==> config.mk <==
export PLATFORM = sky130hd
export DESIGN_NAME = kamus_mem
export DESIGN_NICKNAME = d
export VERILOG_FILES = /design/src/rtl/kamus_pkg.sv /design/src/rtl/kamus_mem_align.sv /design/src/rtl/kamus_mem.sv
export SDC_FILE = /design/constraint.sdc
export NUM_CORES = 1
export LEC_CHECK = 0
export ABC_CLOCK_PERIOD_IN_PS = 3200
export CORE_MARGIN = 2
export CORE_UTILIZATION = 30
export CTS_CLUSTER_DIAMETER = 50
export DETAILED_ROUTE_END_ITERATION = 10
export HOLD_SLACK_MARGIN = 0.05
export MAX_ROUTING_LAYER = met4
export PLACE_DENSITY = 0.56
export SLEW_MARGIN = 30
export SYNTH_ARGS = -nofsm -noshare
export SYNTH_HDL_FRONTEND = slang
export SYNTH_SLANG_ARGS = --single-unit
==> constraint.sdc <==
create_clock -name clk_i -period 3.2 [get_ports clk_i]
set_input_delay 0.64 -clock clk_i [delete_from_list [all_inputs] [get_ports clk_i]]
set_output_delay 0.64 -clock clk_i [all_outputs]
set_load 0.02 [all_outputs]
==> src/rtl/kamus_pkg.sv <==
// kamus_pkg: shared types and constants for the kamus-v memory stage.
//   mem_op_e    : memory operation encoding carried from EX (4 bits)
//   EXC_*       : mcause codes raised with a writeback record
//   is_load / is_store / op_misaligned : small decode helpers
package kamus_pkg;

    typedef enum logic [3:0] {
        MEM_NONE = 4'd0,
        MEM_LB   = 4'd1,
        MEM_LBU  = 4'd2,
        MEM_LH   = 4'd3,
        MEM_LHU  = 4'd4,
        MEM_LW   = 4'd5,
        MEM_SB   = 4'd6,
        MEM_SH   = 4'd7,
        MEM_SW   = 4'd8
    } mem_op_e;

    localparam logic [3:0] EXC_LD_MISALIGN = 4'd4;
    localparam logic [3:0] EXC_LD_FAULT    = 4'd5;
    localparam logic [3:0] EXC_ST_MISALIGN = 4'd6;
    localparam logic [3:0] EXC_ST_FAULT    = 4'd7;

    function automatic logic is_load(input mem_op_e op);
        return (op == MEM_LB) || (op == MEM_LBU) || (op == MEM_LH) ||
               (op == MEM_LHU) || (op == MEM_LW);
    endfunction

    function automatic logic is_store(input mem_op_e op);
        return (op == MEM_SB) || (op == MEM_SH) || (op == MEM_SW);
    endfunction

    // Halfwords need a[0]==0, words need a[1:0]==0; bytes are always aligned.
    function automatic logic op_misaligned(input mem_op_e op, input logic [1:0] lo);
        logic r;
        r = 1'b0;
        case (op)
            MEM_LH, MEM_LHU, MEM_SH: r = lo[0];
            MEM_LW, MEM_SW:          r = |lo;
            default:                 r = 1'b0;
        endcase
        return r;
    endfunction

endpackage

==> src/rtl/kamus_mem_align.sv <==
// kamus_mem_align: combinational lane logic for data-memory accesses.
//   op         in  4   mem_op_e of the access
//   addr_lo    in  2   effective address bits [1:0]
//   store_data in  32  rs2 value to be stored
//   rdata      in  32  word returned by data memory
//   be         out 4   byte enables (all ones for loads and words)
//   wdata      out 32  store data replicated across lanes
//   load_data  out 32  selected lane, sign/zero extended per op
// Halfword lane selection uses addr_lo[1] only and words ignore addr_lo,
// so misaligned offsets are silently rounded down here.
module kamus_mem_align
    import kamus_pkg::*;
(
    input  logic [3:0]  op,
    input  logic [1:0]  addr_lo,
    input  logic [31:0] store_data,
    input  logic [31:0] rdata,
    output logic [3:0]  be,
    output logic [31:0] wdata,
    output logic [31:0] load_data
);

    mem_op_e     op_e;
    logic [7:0]  byte_lane;
    logic [15:0] half_lane;

    assign op_e      = mem_op_e'(op);
    assign byte_lane = rdata[{addr_lo, 3'b000} +: 8];
    assign half_lane = addr_lo[1] ? rdata[31:16] : rdata[15:0];

    always_comb begin
        be        = '1;
        wdata     = store_data;
        load_data = rdata;
        case (op_e)
            MEM_SB: begin
                be    = 4'b0001 << addr_lo;
                wdata = {4{store_data[7:0]}};
            end
            MEM_SH: begin
                be    = addr_lo[1] ? 4'b1100 : 4'b0011;
                wdata = {2{store_data[15:0]}};
            end
            MEM_LB:  load_data = {{24{byte_lane[7]}}, byte_lane};
            MEM_LBU: load_data = {24'h000000, byte_lane};
            MEM_LH:  load_data = {{16{half_lane[15]}}, half_lane};
            MEM_LHU: load_data = {16'h0000, half_lane};
            default: ;
        endcase
    end

endmodule

==> src/rtl/kamus_mem.sv <==
// kamus_mem: memory-access stage of the kamus-v core.
// Accepts an EX result (ALU value or effective address), performs the data
// memory access over a req/gnt/rvalid bus and produces a registered
// writeback record with a one-cycle wb_valid_o pulse.
//   clk_i, rst_ni                 clock, synchronous active-low reset
//   valid_i/ready_o               issue handshake from EX (ready only in IDLE)
//   mem_op_i, ex_i, store_data_i  operation, address/ALU value, rs2 data
//   rd_i, rd_we_i                 destination register and its write enable
//   dmem_*                        data memory request/grant/response bus
//   wb_*                          writeback record
//   exc_o, exc_cause_o            exception flag and mcause code
// Parameter TIMEOUT_CYCLES: cycles allowed in REQ or WAIT_R before an
// access fault (0 disables).
// Build option KAMUS_MISALIGN_TRAP_EN: trap misaligned halfword/word
// accesses without touching the bus; otherwise low bits are ignored.
module kamus_mem
    import kamus_pkg::*;
#(
    parameter int unsigned TIMEOUT_CYCLES = 0
) (
    input  logic        clk_i,
    input  logic        rst_ni,
    input  logic        valid_i,
    output logic        ready_o,
    input  logic [3:0]  mem_op_i,
    input  logic [31:0] ex_i,
    input  logic [31:0] store_data_i,
    input  logic [4:0]  rd_i,
    input  logic        rd_we_i,
    output logic        dmem_req_o,
    output logic        dmem_we_o,
    output logic [3:0]  dmem_be_o,
    output logic [31:0] dmem_addr_o,
    output logic [31:0] dmem_wdata_o,
    input  logic        dmem_gnt_i,
    input  logic        dmem_rvalid_i,
    input  logic [31:0] dmem_rdata_i,
    output logic        wb_valid_o,
    output logic [31:0] wb_data_o,
    output logic [4:0]  wb_rd_o,
    output logic        wb_we_o,
    output logic        exc_o,
    output logic [3:0]  exc_cause_o
);

    localparam int unsigned CW = (TIMEOUT_CYCLES < 2) ? 1 : $clog2(TIMEOUT_CYCLES);
    localparam logic [CW-1:0] TMO_LAST = CW'(TIMEOUT_CYCLES - 1);

    typedef enum logic [1:0] {
        S_IDLE,
        S_REQ,
        S_WAIT_R
    } state_e;

    state_e        state;
    logic [3:0]    op_q;
    logic [1:0]    lo_q;
    logic [4:0]    rd_q;
    logic          rd_we_q;
    logic          st_q;
    logic [CW-1:0] tmo_cnt;

    mem_op_e       in_op;
    logic          in_mem;
    logic          in_store;
    logic          trap_misalign;
    logic          tmo_hit;
    logic [3:0]    al_op;
    logic [1:0]    al_lo;
    logic [3:0]    al_be;
    logic [31:0]   al_wdata;
    logic [31:0]   al_load;

    assign in_op    = mem_op_e'(mem_op_i);
    assign in_store = is_store(in_op);
    assign in_mem   = is_load(in_op) || in_store;

`ifdef KAMUS_MISALIGN_TRAP_EN
    assign trap_misalign = op_misaligned(in_op, ex_i[1:0]);
`else
    assign trap_misalign = 1'b0;
`endif

    assign tmo_hit = (TIMEOUT_CYCLES != 0) && (tmo_cnt == TMO_LAST);

    // One aligner serves both directions: in IDLE it forms store lanes from
    // the incoming instruction, afterwards it extracts from the latched op.
    assign al_op = (state == S_IDLE) ? mem_op_i  : op_q;
    assign al_lo = (state == S_IDLE) ? ex_i[1:0] : lo_q;

    kamus_mem_align u_align (
        .op         (al_op),
        .addr_lo    (al_lo),
        .store_data (store_data_i),
        .rdata      (dmem_rdata_i),
        .be         (al_be),
        .wdata      (al_wdata),
        .load_data  (al_load)
    );

    always_ff @(posedge clk_i) begin
        if (!rst_ni) begin
            state        <= S_IDLE;
            op_q         <= '0;
            lo_q         <= '0;
            rd_q         <= '0;
            rd_we_q      <= 1'b0;
            st_q         <= 1'b0;
            tmo_cnt      <= '0;
            ready_o      <= 1'b0;
            dmem_req_o   <= 1'b0;
            dmem_we_o    <= 1'b0;
            dmem_be_o    <= '0;
            dmem_addr_o  <= '0;
            dmem_wdata_o <= '0;
            wb_valid_o   <= 1'b0;
            wb_data_o    <= '0;
            wb_rd_o      <= '0;
            wb_we_o      <= 1'b0;
            exc_o        <= 1'b0;
            exc_cause_o  <= '0;
        end else begin
            wb_valid_o <= 1'b0;
            exc_o      <= 1'b0;
            case (state)
                S_IDLE: begin
                    ready_o <= 1'b1;
                    if (valid_i && ready_o) begin
                        if (in_mem && trap_misalign) begin
                            wb_valid_o  <= 1'b1;
                            wb_data_o   <= '0;
                            wb_rd_o     <= rd_i;
                            wb_we_o     <= 1'b0;
                            exc_o       <= 1'b1;
                            exc_cause_o <= in_store ? EXC_ST_MISALIGN : EXC_LD_MISALIGN;
                        end else if (in_mem) begin
                            op_q         <= mem_op_i;
                            lo_q         <= ex_i[1:0];
                            rd_q         <= rd_i;
                            rd_we_q      <= rd_we_i;
                            st_q         <= in_store;
                            tmo_cnt      <= '0;
                            dmem_req_o   <= 1'b1;
                            dmem_we_o    <= in_store;
                            dmem_be_o    <= al_be;
                            dmem_addr_o  <= {ex_i[31:2], 2'b00};
                            dmem_wdata_o <= al_wdata;
                            ready_o      <= 1'b0;
                            state        <= S_REQ;
                        end else begin
                            wb_valid_o <= 1'b1;
                            wb_data_o  <= ex_i;
                            wb_rd_o    <= rd_i;
                            wb_we_o    <= rd_we_i;
                        end
                    end
                end
                S_REQ: begin
                    if (dmem_gnt_i) begin
                        dmem_req_o <= 1'b0;
                        if (st_q) begin
                            wb_valid_o <= 1'b1;
                            wb_data_o  <= '0;
                            wb_rd_o    <= rd_q;
                            wb_we_o    <= 1'b0;
                            ready_o    <= 1'b1;
                            state      <= S_IDLE;
                        end else begin
                            tmo_cnt <= '0;
                            state   <= S_WAIT_R;
                        end
                    end else if (tmo_hit) begin
                        dmem_req_o  <= 1'b0;
                        wb_valid_o  <= 1'b1;
                        wb_data_o   <= '0;
                        wb_rd_o     <= rd_q;
                        wb_we_o     <= 1'b0;
                        exc_o       <= 1'b1;
                        exc_cause_o <= st_q ? EXC_ST_FAULT : EXC_LD_FAULT;
                        ready_o     <= 1'b1;
                        state       <= S_IDLE;
                    end else begin
                        tmo_cnt <= tmo_cnt + CW'(1);
                    end
                end
                S_WAIT_R: begin
                    if (dmem_rvalid_i) begin
                        wb_valid_o <= 1'b1;
                        wb_data_o  <= al_load;
                        wb_rd_o    <= rd_q;
                        wb_we_o    <= rd_we_q;
                        ready_o    <= 1'b1;
                        state      <= S_IDLE;
                    end else if (tmo_hit) begin
                        wb_valid_o  <= 1'b1;
                        wb_data_o   <= '0;
                        wb_rd_o     <= rd_q;
                        wb_we_o     <= 1'b0;
                        exc_o       <= 1'b1;
                        exc_cause_o <= EXC_LD_FAULT;
                        ready_o     <= 1'b1;
                        state       <= S_IDLE;
                    end else begin
                        tmo_cnt <= tmo_cnt + CW'(1);
                    end
                end
                default: begin
                    ready_o <= 1'b0;
                    state   <= S_IDLE;
                end
            endcase
        end
    end

endmodule

==> flow_summary_export.csv <==
group,metric,value,unit
cells_and_area,seq_share,26.7,%
power,p_sw,1.49,mW
worst_hold_path,holdPathEnd,"rd_q[4]",
cells_and_area,final_cell_mix,"clkdlybuf4s50_1 (218), nand2_1 (134), dfxtp_1 (122), a21oi_1 (92), nor2_1 (50)",
yosys,ys.flops,122,
yosys,synthMuxAreaShare,8.71,%
drt,wl_met3,1730,um
global_route,use_met2,32.6,%
global_route,grt_max_degree,68,
power,power_density,545,nW/um2
setup_path,crit_required,3490,ps
floorplanning,fp-row-count,51,
cells_and_area,num-nonclk-buffers,252,
setup_path,reg2regPathDepth,8,
cells_and_area,clkCellAreaFrac,6.98,%
cells_and_area,finalNetCount,1057,
worst_hold_path,min_from,"rd_q[4]",
global_route,grt_antenna_before_repair,3,
drt,met1Wirelength,10300,um
worst_hold_path,hold_depth,2,
floorplanning,fp_util,30.6,%
yosys,synthAdderAreaFrac,1.03,%
cells_and_area,largestClassByArea,"multi-input combinational cells",
status,outcome,"complete, no violations",
clock_network,cts_buffer_depth,2,
setup_path,worstSetupStartpointType,"flop",
yosys,synth.cellmix.compoundShare,24.8,%
power,top_power_group,"clock",
timing,min_period,2800,ps
clock_network,cts.repair.resized,0,
setup_path,crit_fanout,13,
placement,place_area,8490,um2
cells_and_area,num_antenna_cells,3,
power,power.share.clock,42.3,%
yosys,top_logic_kind,"AND-OR/OR-AND gates",
worst_hold_path,hold_class,"flop to flop",
clock_network,postCtsHoldBufs,0,
global_route,grt_pass1_wl,35100,um
cells_and_area,buf_share,27.0,%
timing,setup_viol,0,
job,drv_cap,0,
cells_and_area,area_growth,53.2,%
setup_path,rr_startpoint,"state[0]",
yosys,syn_inst,730,
timing,finalHoldViolations,0,
clock_network,postCtsSetupBuffers,0,
yosys,syn_area,5960,um2
drt,dr_wl_met2,9940,um
drt,wl,22500,um
yosys,top_cell,"nand2_1",
setup_path,critPathBufInv,2,
clock_network,cts_sinks,122,
global_route,grt_pass1_vias,6191,
drt,vias_per_cell,5.09,
cells_and_area,layout-drive-gt1-share,9.53,%
timing,clock.fmax,357,MHz
drt,dr.max_layer_used,"met4",
yosys,yosysTopAreaCell,"dfxtp_1",
job,warning_count,29,
power,pg_seq,1.69,mW
yosys,simple_gate_area_share,18.7,%
cells_and_area,comb_area,3230,um2
power,leakage,3.24,nW
yosys,synth-main-ff-cell,"dfxtp_1",
timing,holdWs,452,ps
timing,setup_tns,0,ps
setup_path,cpMaxStageDelayCell,"a2111oi_0",
setup_path,path_class,"flop to flop",
placement,place_inst,1188,
setup_path,slowest_delay,530,ps
setup_path,cp-startpoint,"state[0]",
cells_and_area,logic_gate_count,542,
drt,drt_iter0_markers,331,
yosys,ys.warnings.count,0,
timing,slew_violations,0,
yosys,common_cells,"nand2_1 (134), dfxtp_1 (122), a21oi_1 (93)",
yosys,yosysUniqueCellTypes,58,
power,p_int,3.48,mW
setup_path,rrSetupSlack,400,ps
clock_network,h-tree-depth,4,
cells_and_area,utilization,46.9,%
setup_path,crit_chain,"inv_1, ha_1, nor3b_1, nor4_1, buf_4, or2_1, a2111oi_0, o41ai_1",
global_route,grt.busiest_layer,"met2",
cells_and_area,finalInstanceArea,9140,um2
floorplanning,num_tap_cells,265,
drt,ant_nets,0,
floorplanning,fp.coreArea,19500,um2
setup_path,crit_arrival,3090,ps
timing,slew_headroom,59.2,%
timing,rsz0062_at_grt,"false",
timing,min_period_over_period,87.5,%
clock_network,clockRootBuffer,"clkbuf_16",
power,clk-power,2.10,mW
yosys,yosys_cells,730,
yosys,synth_area_per_cell,8.17,um2
drt,wl_per_cell,18.4,um
setup_path,worstReg2RegEnd,"wb_data_o[6]",
setup_path,crit_end,"wb_data_o[6]",
power,power,4.98,mW
placement,place_congestion,0.891,
cells_and_area,fillers,1939,
cells_and_area,reg_top3,"dmem_wdata_o x32, wb_data_o x32, dmem_addr_o x30",
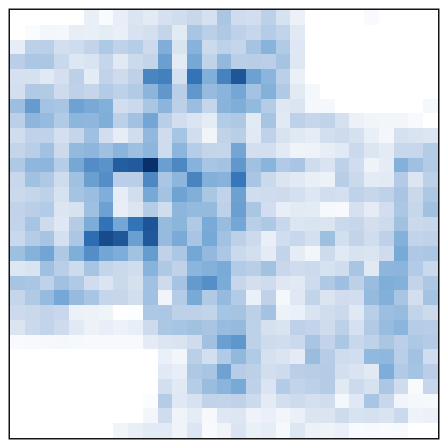
*Routed metal per tile*
The die is cut into 29 by 29 equal tiles; white is low, dark blue is high, scaled to the fullest tile. Values are wire area over tile area, all layers added.
The fullest tile reaches 0.73. 6.9% of the tiles are over half the peak. The emptiest ninth of the die: top right. 15% of the tiles are nearly empty.
via count: 6,225
GRT Util Overall: 21.8%

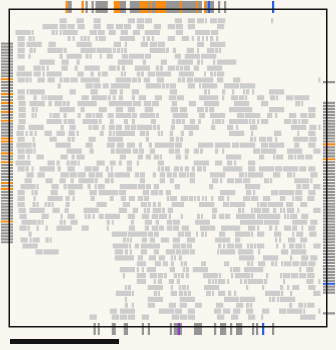
*Pin placement*
Scale bar: 50 um. Pins as bars across the die edge, other pins in grey.
Key: purple = `wb_valid_o` [pins 1, direction output, edge bottom]; blue = `exc_cause_o` [pins 4, direction output, edge 2 top, 1 right, 1 bottom]; orange = `wb_data_o` [pins 32, direction output, edge 18 top, 12 left, 2 right]
All pins by edge: 68 left, 67 right, 62 top, 29 bottom.
Buffers on Ports: 218
Die Width: 145 um
die y size: 145 um

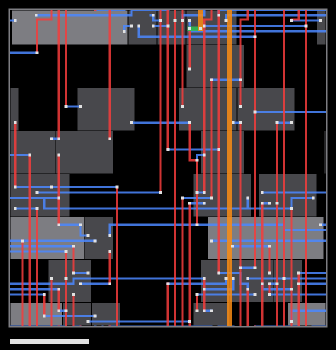
*A small window of the routed layout*
Scale bar: 5 um. Region (62, 91) to (82, 111) um. Cells in grey, sequential cells in the stronger grey; small squares are vias.
Key: blue = met1; red = met2; green = met3; orange = met4
24 logic cells have their middle in the window. Netlist names of flops here include `wb_data_o` (3). Sequential cells in the window: 3. Most frequent: clkdlybuf4s50_1 (6), o21ai_0 (3), dfxtp_1 (3).

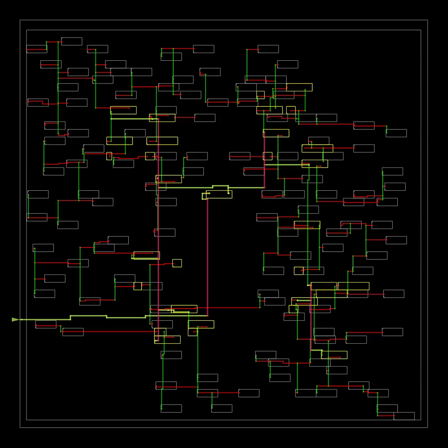
*Clock nets*
clock buffers: 17
Latency at later pin: 420 ps
flop count: 122
total CTS buffers: 17
Setup Skew: 10.1 ps

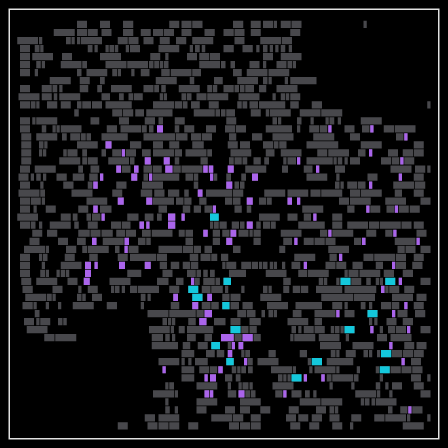
*Gate families picked out*
Key: purple = NOR gates [cells 97, most used nor2_1]; cyan = AND-OR and OR-AND gates [cells 16, most used a311o_1]
final cell count without fillers: 1,223
combinational fraction of the cell area: 35.3%
Top cell excl fill/tap: clkdlybuf4s50_1

Power figures rest on the tool's default switching activity, not on a simulated workload.
